### src/rtl/my_fetch16.sv
// Instruction-fetch stage: PC, imem req/ack, instruction register with valid/ready to the datapath.
// Optional stall counter enabled by defining FETCH_PERF_EN.
module my_fetch16 #(
  parameter int unsigned       PC_W     = 16,
  parameter logic [PC_W-1:0]   RESET_PC = '0
) (
  input  logic            CK,
  input  logic            RST,
  output logic            imem_req,
  output logic [PC_W-1:0] imem_addr,
  input  logic            imem_ack,
  input  logic [15:0]     imem_data,
  output logic [15:0]     ir,
  output logic            ir_valid,
  input  logic            ir_ready,
  output logic [PC_W-1:0] pc,
  input  logic            redirect,
  input  logic [PC_W-1:0] redirect_pc,
  output logic            halt
`ifdef FETCH_PERF_EN
  ,
  output logic [15:0]     stall_cnt
`endif
);

  typedef enum logic [1:0] {
    S_IDLE,
    S_FETCH,
    S_HOLD,
    S_HALT
  } state_t;

  localparam logic [15:0] HALT_OP = 16'hFFFF;

  state_t          state;
  state_t          state_nxt;
  logic [PC_W-1:0] fpc;

  always_ff @(posedge CK or posedge RST) begin
    if (RST) begin
      state <= S_IDLE;
    end else begin
      state <= state_nxt;
    end
  end

  // Redirect overrides every state, including a pending ack or consume.
  always_comb begin
    state_nxt = state;
    if (redirect) begin
      state_nxt = S_FETCH;
    end else begin
      case (state)
        S_IDLE:  state_nxt = S_FETCH;
        S_FETCH: if (imem_ack) state_nxt = S_HOLD;
        S_HOLD:  if (ir_ready) state_nxt = (ir == HALT_OP) ? S_HALT : S_FETCH;
        S_HALT:  state_nxt = S_HALT;
        default: state_nxt = S_IDLE;
      endcase
    end
  end

  always_comb begin
    imem_req = (state == S_FETCH);
    ir_valid = (state == S_HOLD);
    halt     = (state == S_HALT);
  end

  always_ff @(posedge CK or posedge RST) begin
    if (RST) begin
      fpc <= RESET_PC;
      ir  <= '0;
      pc  <= '0;
    end else if (redirect) begin
      fpc <= redirect_pc;
    end else if ((state == S_FETCH) && imem_ack) begin
      ir  <= imem_data;
      pc  <= fpc;
      fpc <= fpc + PC_W'(1);
    end
  end

  assign imem_addr = fpc;

`ifdef FETCH_PERF_EN
  always_ff @(posedge CK or posedge RST) begin
    if (RST) begin
      stall_cnt <= '0;
    end else if ((state == S_FETCH) && !imem_ack && (stall_cnt != 16'hFFFF)) begin
      stall_cnt <= stall_cnt + 16'd1;
    end
  end
`endif

endmodule
### config.mk
export PLATFORM = sky130hd
export DESIGN_NAME = my_fetch16
export DESIGN_NICKNAME = d
export VERILOG_FILES = /design/src/rtl/my_fetch16.sv
export SDC_FILE = /design/constraint.sdc
export NUM_CORES = 1
export LEC_CHECK = 0
export ABC_AREA = 1
export CORE_ASPECT_RATIO = 1.5
export CORE_UTILIZATION = 41
export DETAILED_ROUTE_END_ITERATION = 8
export PLACE_DENSITY_LB_ADDON = 0.08
export RECOVER_POWER = 50
export SYNTH_ARGS = -nofsm -noshare
export SYNTH_HDL_FRONTEND = slang
export SYNTH_SLANG_ARGS = --single-unit
### constraint.sdc
create_clock -name CK -period 1.6 [get_ports CK]
set_clock_uncertainty 0.05 [all_clocks]
set_input_delay 0.24 -clock CK [delete_from_list [all_inputs] [get_ports CK]]
set_output_delay 0.24 -clock CK [all_outputs]
set_load 0.01 [all_outputs]
==> images/congestion_map.png <==
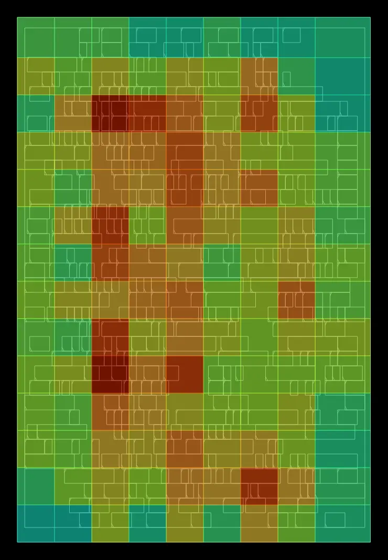
global route hottest layer: met2
met2 Track Usage GR: 40.36%
end-of-flow core utilization: 63.93%
Routed WL per cell: 13.43 µm
met3 Use GR: 3.991%

==> images/port_trees.png <==
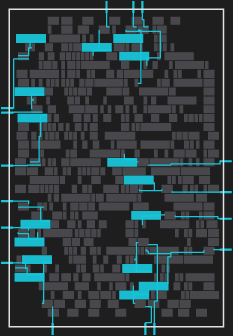
- cyan: pc (bits 16; direction output; edge 6 left, 4 right, 3 bottom, 3 top; end cells 16; buffers 16; wire 410 µm)

==> images/class_map.png <==
Bar = 20 µm. Fill, decap, tap and diode cells in gray.
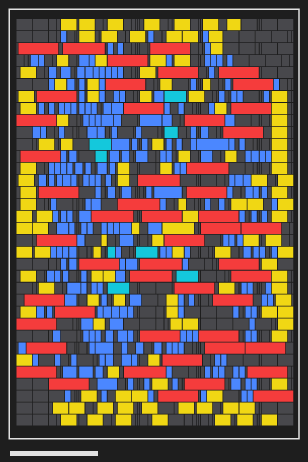
- red: sequential cells (cells 50; share of their area 35%)
- cyan: clock drivers and dummy loads (cells 8; share of their area 2.5%)
- blue: remaining logic cells (cells 253; share of their area 32%)
- yellow: remaining buffers and delay cells (cells 121; share of their area 31%)

==> images/m1.png <==
Supply wires on this layer in gray.
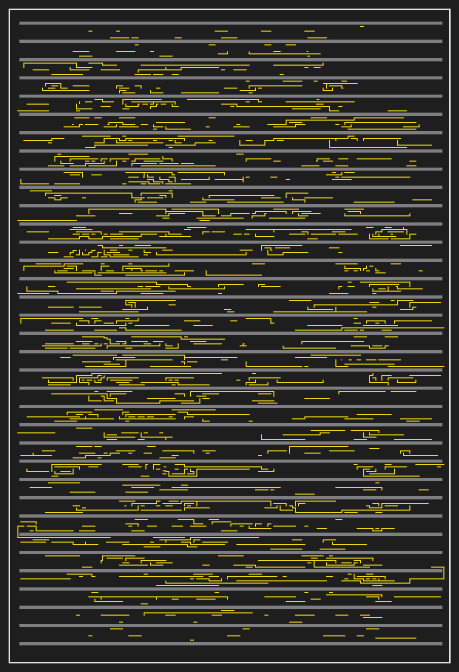
- main direction: horizontal
- wire length on this layer: 2,800 µm

## synth_stat cells, drive strengths merged
| cell type | n |
|---|---|
| a21oi | 3 |
| a31oi | 1 |
| buf | 9 |
| clkbuf | 1 |
| dfrtp | 50 |
| ha | 1 |
| inv | 29 |
| nand2 | 127 |
| nand2b | 1 |
| nand3 | 17 |
| nand3b | 3 |
| nand4 | 7 |
| nor2 | 34 |
| nor3 | 2 |
| o211ai | 6 |
| o21ai | 15 |
| o21bai | 2 |
| o221ai | 1 |
| xnor2 | 1 |
| xor2 | 3 |
## layout make-up
class	instances	area (µm²)	share of cell area, %
flip-flops and latches	50	1261	33.85
multi-input cells	224	1051	28.21
clock buffers	5	68.82	1.847
well taps	72	90.09	2.418
clock inverters	3	21.27	0.5709
repair buffers	121	1120	30.05
inverters	29	113.9	3.056
==> flow_summary.json <==
{
  "run_status": "finished clean",
  "finalWirelength_mm": 6.770,
  "crit_family": "buffers and inverters",
  "row_count": 34,
  "clock_tree.htree_level_count": 2,
  "critical_path_peak_fanout": 4,
  "grt_pass1_wl_mm": 11.02,
  "dp.final_hpwl_mm": 4.728,
  "clock_tree.buffer_depth": 2,
  "drt-pass1-iter-count": 5,
  "placement.cell_area_um2": 3490,
  "met1Wirelength_mm": 2.798,
  "cp.buffers_inverters": 1,
  "global_router_s_overall_resource_usage_pct": 22.46,
  "worst-r2r-cell-count": 7,
  "antenna_diode_count": 0,
  "ys_sh_mux_pct": 0,
  "cellLeakagePower_nw": 1.782,
  "layout.nets": 469,
  "met2WireLength_mm": 3.553,
  "synth_simple_gate_area_share_pct": 33.57,
  "dr_vias": 2465,
  "die_area_um2": 6357,
  "worstSetupPathDepth": 1,
  "worst_r2r_start": "state[1]",
  "dr_wl_met3_um": 300,
  "sequential_cell_area_fraction_in_the_yosys_report_pct": 50.56,
  "ctsHoldBuffers": 0,
  "internal-power_mw": 2.743,
  "hold_path_startpoint": "imem_data[10]",
  "yosysChipArea_um2": 2475,
  "layout.cell_area.non_filler_um2": 3726,
  "xor_share_pct": 1.416,
  "sequentialPower_mw": 1.78,
  "max-vdd-ir-drop_mv": 0.6197,
  "yosysTopAreaCell": "dfrtp_1",
  "kind_of_capture_point_of_the_worst_setup_path": "output pin",
  "cts_tree": "built",
  "final_setup_violation_count": 0,
  "postLayoutSetupSlackWorst_ns": 0.03695
}
